**src/rtl/acc_pkg.sv**
```systemverilog
// Shared definitions for the accumulator datapath and the program-memory decoder.
package acc_pkg;
   localparam int DW   = 8;
   localparam int NREG = 4;

   typedef enum logic [2:0] {
      ALU_PASS = 3'b000,
      ALU_ADD  = 3'b001,
      ALU_SUB  = 3'b010,
      ALU_ADC  = 3'b011,
      ALU_AND  = 3'b100,
      ALU_OR   = 3'b101,
      ALU_XOR  = 3'b110,
      ALU_LDI  = 3'b111
   } alu_code_e;
endpackage

```
**src/rtl/acc_alu.sv**
```systemverilog
// Combinational ALU: 9-bit arithmetic, bit 8 is carry (borrow for SUB).
module acc_alu
   import acc_pkg::*;
(
   input  logic [DW-1:0] a,
   input  logic [DW-1:0] b,
   input  logic [DW-1:0] din,
   input  logic          cin,
   input  logic [2:0]    code,
   output logic [DW-1:0] result,
   output logic          c
);

   logic [DW:0] wide;

   always_comb begin
      wide = '0;
      unique case (alu_code_e'(code))
         ALU_PASS: wide = {1'b0, b};
         ALU_ADD:  wide = {1'b0, a} + {1'b0, b};
         ALU_SUB:  wide = {1'b0, a} - {1'b0, b};
         ALU_ADC:  wide = {1'b0, a} + {1'b0, b} + {{DW{1'b0}}, cin};
         ALU_AND:  wide = {1'b0, a & b};
         ALU_OR:   wide = {1'b0, a | b};
         ALU_XOR:  wide = {1'b0, a ^ b};
         ALU_LDI:  wide = {1'b0, din};
      endcase
      result = wide[DW-1:0];
      c      = wide[DW];
   end

endmodule

```
**src/rtl/acc_datapath.sv**
```systemverilog
// Accumulator, carry, register file and optional zero flag around acc_alu.
// Optional feature: define ZERO_FLAG_EN to build the registered zero flag.
module acc_datapath
   import acc_pkg::*;
(
   input  logic            clk,
   input  logic            rst,
   input  logic [NREG-1:0] RegAddr,
   input  logic [2:0]      ALUCode,
   input  logic            Reg_CE,
   input  logic            CY_CE,
   input  logic            A_CE,
   input  logic [DW-1:0]   din,
   output logic [DW-1:0]   acc,
   output logic            cy,
   output logic            z,
   output logic [DW-1:0]   rdata
);

   logic [DW-1:0] regs [NREG];
   logic [DW-1:0] opb;
   logic [DW-1:0] result;
   logic          c;

   // Multiple selected registers are wire-ORed onto the operand bus
   always_comb begin
      opb = '0;
      for (int i = 0; i < NREG; i++) begin
         if (RegAddr[i]) opb = opb | regs[i];
      end
   end

   assign rdata = opb;

   acc_alu u_alu (
      .a      (acc),
      .b      (opb),
      .din    (din),
      .cin    (cy),
      .code   (ALUCode),
      .result (result),
      .c      (c)
   );

   always_ff @(posedge clk) begin
      if (rst) begin
         acc <= '0;
         cy  <= 1'b0;
         for (int i = 0; i < NREG; i++) regs[i] <= '0;
      end else begin
         if (A_CE)  acc <= result;
         if (CY_CE) cy  <= c;
         for (int i = 0; i < NREG; i++) begin
            if (Reg_CE && RegAddr[i]) regs[i] <= acc;
         end
      end
   end

`ifdef ZERO_FLAG_EN
   always_ff @(posedge clk) begin
      if (rst)       z <= 1'b1;
      else if (A_CE) z <= (result == '0);
   end
`else
   assign z = 1'b0;
`endif

endmodule
```
**config.mk**
```make
export PLATFORM = sky130hd
export DESIGN_NAME = acc_datapath
export DESIGN_NICKNAME = d
export VERILOG_FILES = /design/src/rtl/acc_pkg.sv /design/src/rtl/acc_alu.sv /design/src/rtl/acc_datapath.sv
export SDC_FILE = /design/constraint.sdc
export NUM_CORES = 1
export LEC_CHECK = 0
export CAP_MARGIN = 20
export CELL_PAD_IN_SITES_DETAIL_PLACEMENT = 0
export CELL_PAD_IN_SITES_GLOBAL_PLACEMENT = 2
export CORE_AREA = 2 2 95 115
export CTS_CLUSTER_DIAMETER = 100
export DETAILED_ROUTE_END_ITERATION = 8
export DIE_AREA = 0 0 97 117
export GPL_ROUTABILITY_DRIVEN = 0
export PLACE_DENSITY = 0.72
export REMOVE_ABC_BUFFERS = 1
export SKIP_CTS_REPAIR_TIMING = 1
export SYNTH_ARGS = -nofsm -noshare
export SYNTH_HDL_FRONTEND = slang
export SYNTH_SLANG_ARGS = --single-unit
```
**constraint.sdc**
```tcl
create_clock -name clk -period 3.2 [get_ports clk]
set_input_delay 0.48 -clock clk [delete_from_list [all_inputs] [get_ports clk]]
set_output_delay 0.48 -clock clk [all_outputs]
set_load 0.02 [all_outputs]
```
==> flow_summary.yaml, run 1 <==
# implementation run metrics
grt:
  grt_max_degree: 33
  track_usage: 0.182
  antenna_found_initial: 0
  grt_pass1_wl_um: 16200
  grt_pass1_vias: 3070
  globalRouteOverflowTotal: 0
yosys:
  topCellsByArea: "edfxtp_1 (29%), ha_1 (13%), and3_1 (6.1%), dfxtp_1 (5.5%), inv_1 (3.5%)"
  top_cells_by_count: "ha_1 (33), and3_1 (32), edfxtp_1 (32)"
  postSynthRegisterBits: 41
  synth_chip_area_mm2: 0.00330
  synth_stat.cells: 336
  async_reset_ff_frac: 0
  largest_area_cell: "edfxtp_1"
  synthDistinctLibCells: 59
  yosys.area.top_type_share: 0.292
  edf_count: 32
  ys_seq_share: 0.346
  synth.most_common_cell: "ha_1"
  synth-main-ff-cell: "edfxtp_1"
  syn_inst: 336
  postSynthAreaPerCell_um2: 9.81
  synth_area_mm2: 0.00330
  yosysWarningCount: 0
place:
  post-dp-hpwl_um: 7690
  place_ws_ps: -511
  portBuffers: 36
  dpl.cell_count: 549
  post_dp_cell_area_mm2: 0.00422
worst_setup_path:
  startpoint: "RegAddr[0]"
  path_class: "input pin to flop"
  r2r_end: "cy$_SDFFE_PP0P_"
  crit_arrival_ps: 3190
  max_stage_delay_ps: 340
  cpMaxStageDelayCell: "a311o_1"
  worstSetupEndpoint: "acc[6]$_SDFFE_PP0P_"
  worstPathCellList: "dlymetal6s2s_1 -> buf_4 -> buf_4 -> a221oi_1 -> buf_4 -> inv_1 -> ha_1 -> nor2b_1 -> a311o_1 -> nor3b_2 -> nand3b_2 -> buf_4 -> xor2_1 -> nand2_1 -> a211oi_2"
  critPathRequiredTime_ps: 3410
  start_kind: "input pin"
  crit_top_cell: "buf_4"
  critPathCaptureType: "flop"
  timing.rr.start: "regs[3][2]$_SDFFCE_PN0P_"
  timing.reg2reg.setup_slack_ps: 290
  critical_path.max_fanout: 6
  r2r_cells: 14
final_layout:
  nFillCells: 999
  fin_area_mm2: 0.00446
  finish.utilization: 0.432
  n_antenna_cell: 0
  area.sequential_mm2: 0.00114
  drive_above_1_share: 0.255
  syn2layout_area_growth_pct: 35.2
  combGateArea_mm2: 0.00196
  fin_cells: 557
  finalNetCount: 483
clocking:
  cts_sinks: 41
  path_clk_slew_ps: 60
  cts_tree: "done"
  root_buffer: "clkbuf_16"
  cts_buffers: 5
  clk_path_buf_depth: 2
  cts.htree.levels: 2
routing:
  post_drt_via_cell_ratio: 5.26
  wl_per_cell_um: 18.0
  routed_wl_um: 10000
  drc: 0
  vias: 2931
  drt-pass1-iter-count: 5
  drtIter0Drc: 152
  antenna_left: 0
floorplan:
  io-pin-count: 38
  placementRows: 41
  dieArea_mm2: 0.0113
  fp_util: 0.320
timing:
  slew-limit-headroom: 0.616
  worst_slack_ps: 219
  period_needed_ps: 2980
  hold_violations: 0
  tightest_slew_ps: 576
  setup_violations: 0
  rsz0062_at_grt: "false"
  fmaxAchievable_ghz: 0.335
  fin_crit_sh: 0.932
  setup_tns_ps: 0
  slew_violations: 0
  fin_hold_ws_ps: 598
min_path:
  min_to: "cy$_SDFFE_PP0P_"
  hp-start: "cy$_SDFFE_PP0P_"
  hold_path_class: "flop to flop"
  whs_path_depth: 2
power:
  power-top-group: "combinational logic"
  p_seq_mw: 0.643
  p_leak_nw: 2.02
  powerComb_mw: 0.775
  p_sw_mw: 0.632
  p_per_area_mw_per_mm2: 446
  comb_power_share: 0.390
  power_mw: 1.99
  power_frac_seq: 0.324
  switching_share: 0.318
  internal_power_mw: 1.36
job:
  tool_warnings: 48
  maxCapViolCount: 0
status:
  outcome: "finished, final reports clean"
[run 1: cells by family (layout without fill, tap and decap cells)]
| kind of cell | count (synthesis) | in the layout | synth area share |
|---|---|---|---|
| simple gates | 94 | 94 | 0.158 |
| compound gates | 87 | 87 | 0.197 |
| buf+inv | 55 | 147 | 0.0740 |
| flops | 41 | 41 | 0.346 |
| fa+ha+maj | 35 | 35 | 0.137 |
| xor+xnor | 14 | 14 | 0.0395 |
| mux | 9 | 9 | 0.0463 |
| other cells | 1 | 1 | 0.00114 |
[run 1: critical path: cells and delay by family]
| family | cells | cell delay [ps] |
|---|---|---|
| and+or+nand+nor | 4 | 610 |
| adders and majority gates | 1 | 220 |
| buffers and inverters | 6 | 880 |
| xor gates and xnor gates | 1 | 130 |
| AOI/OAI and AO/OA | 3 | 860 |
[run 1: metal layers]
layer | vias to the layer above | part of all wire | track usage
met5 | - | 0 | 0
met3 | 12 | 0.026 | 0.0226
met1 | 1443 | 0.43 | 0.225
li1 | 1421 | - | -
met2 | 55 | 0.52 | 0.333
met4 | 0 | 0.020 | 0.0592
[run 1: cell type report]
type,count,share of cell area
inverter,33,0.0284
multi-input combinational,240,0.441
tap,129,0.0362
clock inverter,2,0.00786
timing repair buffer,107,0.203
clock buffer,5,0.0281
sequential,41,0.256
[run 1: cells in the final DEF, fill, tap and decap left out, drive strengths merged, types with 5 or more instances in the layout]
cell	instances
nor2	19
nor3	8
nand2	15
a22oi	8
ha	33
a21oi	20
inv	32
a221oi	11
dfxtp	9
xor2	10
o21ai	9
and3	32
clkdlybuf4s50	32
edfxtp	32
mux4	5
a22o	7
buf	71
clkbuf	5
[run 1: sequential cells by signal, summed over array words and instances (netlist names)]
| signal | flops |
|---|---|
| regs | 32 |
| cy | 1 |
| acc | 8 |
**Run 1: power grid**

Bar = 20 µm. Pins as bars on the die edge.
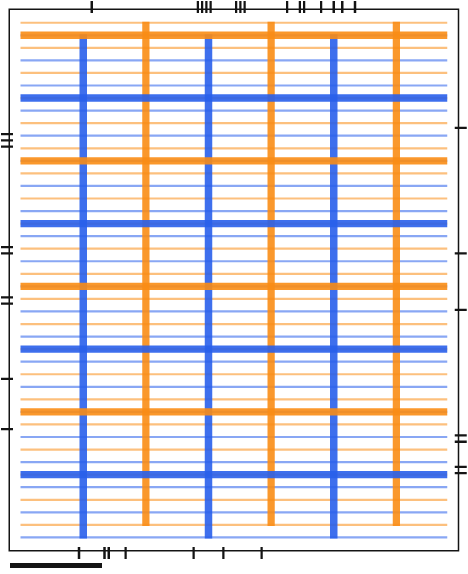
legend:
  blue:
    net: VSS
  orange:
    net: VDD
rows: 41
met4 straps: 6
met5 straps: 8
met1 rails: 42
die height: 117 µm
worst IR drop on VDD: 0.178 mV
core area: 0.0103 mm²
Die X: 97 µm

**Run 1: placed cells, one color a class**

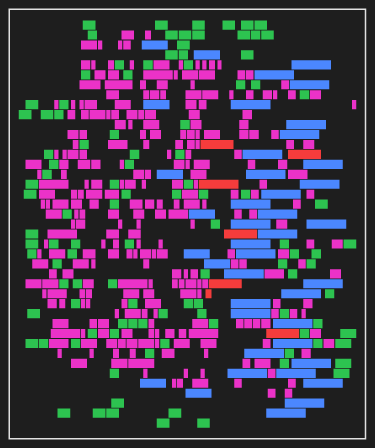
legend:
  red:
    class: clock drivers and dummy loads
    cells: 7
    share_of_their_area: 3.7%
  green:
    class: remaining buffers and delay cells
    cells: 107
    share_of_their_area: 21%
  blue:
    class: registers
    cells: 41
    share_of_their_area: 27%
  magenta:
    class: remaining logic cells
    cells: 273
    share_of_their_area: 49%

**Run 1: clock wires, drivers and flops**

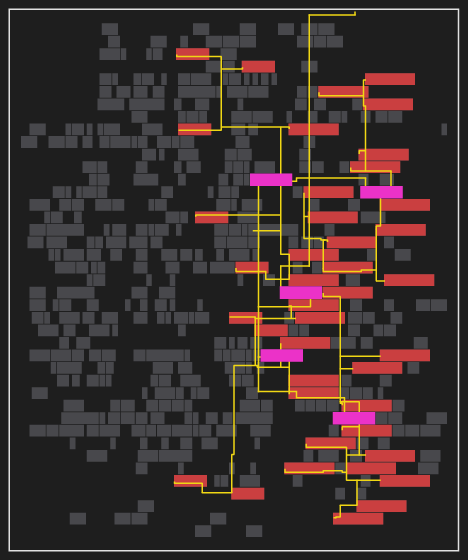
legend:
  red:
    item: flip-flops
    count: 41
  yellow:
    item: clock wires
    length: 640 µm
  magenta:
    item: clock-net drivers
    count: 5
routed clock nets: 6
Clock Skew: 4.57 ps
Clk Latency, worst-skew pair: 290 ps
clock network power share: 0.286
Clk power: 0.568 mW

**Run 1: routed metal, one color a layer**

Bar = 20 µm.
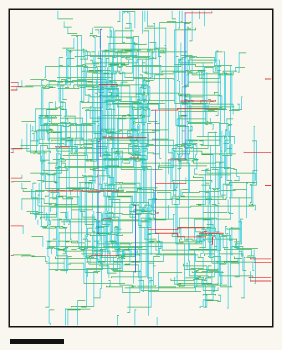
legend:
  blue:
    layer: M4
    wire_length: 205 µm
  cyan:
    layer: M2
    wire_length: 5200 µm
  green:
    layer: M1
    wire_length: 4350 µm
  red:
    layer: M3
    wire_length: 260 µm

**Run 1: congestion heat map**

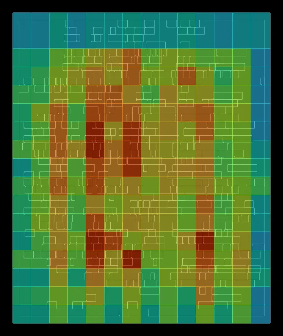

==> run 2, diff against run 1 <==
--- a/config.mk
+++ b/config.mk
@@ -8,12 +8,12 @@
 export CAP_MARGIN = 20
 export CELL_PAD_IN_SITES_DETAIL_PLACEMENT = 0
 export CELL_PAD_IN_SITES_GLOBAL_PLACEMENT = 2
-export CORE_AREA = 2 2 95 115
+export CORE_AREA = 2 2 91 110
 export CTS_CLUSTER_DIAMETER = 100
 export DETAILED_ROUTE_END_ITERATION = 8
-export DIE_AREA = 0 0 97 117
+export DIE_AREA = 0 0 93 112
 export GPL_ROUTABILITY_DRIVEN = 0
-export PLACE_DENSITY = 0.72
+export PLACE_DENSITY = 0.75
 export REMOVE_ABC_BUFFERS = 1
 export SKIP_CTS_REPAIR_TIMING = 1
 export SYNTH_ARGS = -nofsm -noshare
==> constraint.sdc (replaced) <==
create_clock -name clk -period 3.4 [get_ports clk]
set_input_delay 0.51 -clock clk [delete_from_list [all_inputs] [get_ports clk]]
set_output_delay 0.51 -clock clk [all_outputs]
set_load 0.02 [all_outputs]
**Run 2: congestion heat map**

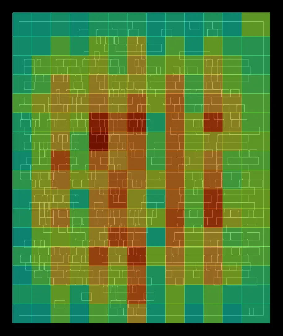
fin util: 0.462
Overall Global Routing Usage: 0.190
WL/cell: 17.6 µm
GR peak layer: met2

**Run 2: placed cells, one color a class**

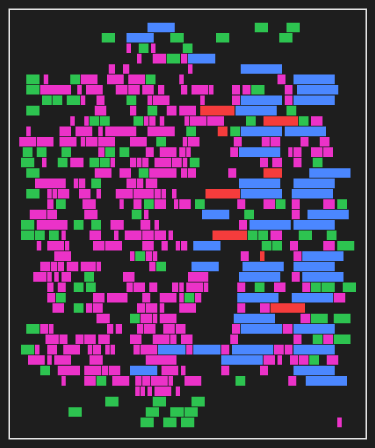
legend:
  red:
    class: clock drivers and dummy loads
    cells: 8
    share_of_their_area: 3.6%
  magenta:
    class: remaining logic cells
    cells: 273
    share_of_their_area: 49%
  blue:
    class: registers
    cells: 41
    share_of_their_area: 27%
  green:
    class: remaining buffers and delay cells
    cells: 97
    share_of_their_area: 20%

==> run 2 against run 1 <==
  * Clock-buffer cell count is 2 higher
  * Register-to-register slack better by 190 ps
  * Utilization is 3.0 points higher
  * Clock power is 18% lower
  * Global-route usage is 0.77 points higher
  * Design area is 2.8% lower
  * Area after synthesis stayed put
  * Power is 11% lower
  * Combinational power is about 10% lower
  * Critical endpoint is now acc[5]$_SDFFE_PP0P_
==> flow_summary.yaml, run 2 <==
# implementation run metrics
final_layout:
  n_antenna_cell: 0
  sh_seq_area: 0.264
  lay_top_count: "buf_4"
  layout_top_cells: "buf_4 (61), ha_1 (33), and3_1 (32), clkdlybuf4s50_1 (32), edfxtp_1 (32)"
  nonClkBufAreaFrac: 0.191
  syn2layout_area_growth_pct: 31.4
  regMostFlops: "regs"
  flops: 41
  fin_area_mm2: 0.00433
  combGateArea_mm2: 0.00193
  largest_class: "logic gates"
  drive_above_1_share: 0.222
  finalNetCount: 473
  inverters_excl_clock: 33
  n_clock_buffer: 7
  top_regs: "regs x32, acc x8, cy x1"
  area.sequential_mm2: 0.00114
  clk_share: 0.0347
  largest_reg_flops: 32
  num-multi-input-gates: 240
  comb_share: 0.446
  buffers: 97
  nFillCells: 910
routing:
  drt-pass1-iter-count: 4
  drtIter0Drc: 127
  drc: 0
  routed_wl_um: 9550
  vias: 2850
  post_drt_via_cell_ratio: 5.26
  antenna_left: 0
worst_setup_path:
  timing.reg2reg.setup_slack_ps: 480
  critPathRequiredTime_ps: 3580
  path_class: "input pin to flop"
  critPathCaptureType: "flop"
  timing.rr.start: "regs[2][4]$_SDFFCE_PN0P_"
  cpMaxStageDelayCell: "a2111oi_2"
  max_stage_delay_ps: 330
  startpoint: "RegAddr[0]"
  crit_arrival_ps: 3290
  critical_path.max_fanout: 9
  start_kind: "input pin"
  cp_top_family: "AND-OR/OR-AND gates"
  path_buffers: 4
  worstPathCellList: "dlymetal6s2s_1 -> buf_4 -> a22o_1 -> a221oi_1 -> buf_4 -> ha_1 -> nor3b_1 -> a311o_1 -> nor3b_2 -> buf_4 -> xor2_1 -> a311oi_2 -> a2111oi_2"
  crit_top_cell: "buf_4"
timing:
  fmaxAchievable_ghz: 0.321
  setup_violations: 0
  fin_crit_sh: 0.915
  hold_violations: 0
  period_needed_ps: 3110
  skew_ps: 5.63
  slew-limit-headroom: 0.428
  slew_violations: 0
  fin_hold_ws_ps: 598
  tightest_slew_ps: 856
  rsz0062_at_grt: "false"
place:
  post_dp_cell_area_mm2: 0.00415
  portBuffers: 36
  post-dp-hpwl_um: 7580
floorplan:
  io-pin-count: 38
  fp_util: 0.352
  placementRows: 39
  dieArea_mm2: 0.0104
  taps: 123
yosys:
  postSynthRegisterBits: 41
  synth.most_common_cell: "ha_1"
  topCellsByArea: "edfxtp_1 (29%), ha_1 (13%), and3_1 (6.1%), dfxtp_1 (5.5%), inv_1 (3.5%)"
  synth_stat.cells: 336
  top_cells_by_count: "ha_1 (33), and3_1 (32), edfxtp_1 (32)"
  synth_area_mm2: 0.00330
  synth_chip_area_mm2: 0.00330
  async_reset_ff_frac: 0
  ys_seq_share: 0.346
  largest_area_cell: "edfxtp_1"
  edf_count: 32
  syn_inst: 336
  yosys.area.top_type_share: 0.292
  synth-main-ff-cell: "edfxtp_1"
  yosysWarningCount: 0
  synthDistinctLibCells: 59
  postSynthAreaPerCell_um2: 9.81
clocking:
  cts.htree.levels: 2
  insertion_delay_ps: 280
  cts_tree: "done"
  root_buffer: "clkbuf_16"
  cts_sinks: 41
  path_clk_slew_ps: 60
  cts_buffers: 5
  clk_path_buf_depth: 2
min_path:
  hold_path_class: "flop to flop"
  hp-start: "acc[0]$_SDFFE_PP0P_"
status:
  outcome: "finished, final reports clean"
grt:
  grt_max_degree: 18
  grt_pass1_vias: 3026
  antenna_found_initial: 0
  grt_pass1_wl_um: 15500
  globalRouteOverflowTotal: 0
job:
  maxCapViolCount: 0
  tool_warnings: 48
power:
  p_leak_nw: 1.96
  p_per_area_mw_per_mm2: 408
**Run 2: power grid**

Bar = 20 µm. Pins as bars on the die edge.
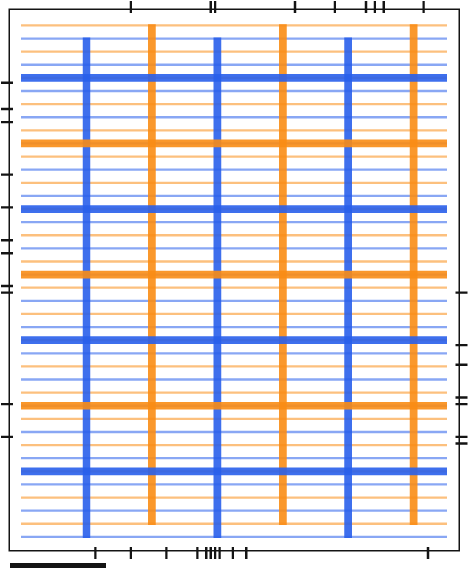
Die X: 93 µm
core area: 0.00937 mm²
worst IR drop on VDD: 0.164 mV
die height: 112 µm

==> run 2: cell counts after synthesis <==
Identical to the previous run, type by type.
==> run 2: final timing paths <==
kind / end / cells after the start
max: acc[5]$_SDFFE_PP0P_ / 13
min: acc[0]$_SDFFE_PP0P_ / 2
max reg2reg: acc[5]$_SDFFE_PP0P_ / 12
min reg2reg: acc[0]$_SDFFE_PP0P_ / 2
==> run 2: tightest hold or removal path, cell delays in order (launching register included) <==
cell	delay [ps]
dfxtp_1	390
nand2_1	100
a21oi_1	60
==> run 2: logic make-up (layout without fill, tap and decap cells) <==
logic type / Yosys count / in the layout / synth area share
compound gates: 87 / 87 / 0.197
xor+xnor: 14 / 14 / 0.0395
fa+ha+maj: 35 / 35 / 0.137
buf+inv: 55 / 138 / 0.0740
flops: 41 / 41 / 0.346
mux: 9 / 9 / 0.0463
other cells: 1 / 1 / 0.00114
simple gates: 94 / 94 / 0.158
==> run 2: routing by layer <==
layer,track usage,wire (µm)
met4,0.0706,231
met1,0.237,4120
met3,0.0230,357
met2,0.332,4850
met5,0,0
==> run 2: stage by stage <==
step / setup TNS (ps) / std cells / power [mW] / setup WS (ps)
after global routing: 0 / 542 / 1.86 / 38.7
after floorplan: 0 / 314 / 0.981 / 254
after detailed placement: -1290 / 534 / 1.30 / -294
after global placement: -1240 / 534 / 1.30 / -288
final: 0 / 542 / 1.77 / 289
after CTS: -15.3 / 542 / 1.77 / -15.3
==> run 2: power breakdown <==
part,leakage [nW],internal (mW),switching (mW)
registers,0.416,0.575,0.0316
clock network,0.0701,0.292,0.175
logic,1.47,0.343,0.353
Power is estimated from default activity; no workload was simulated.
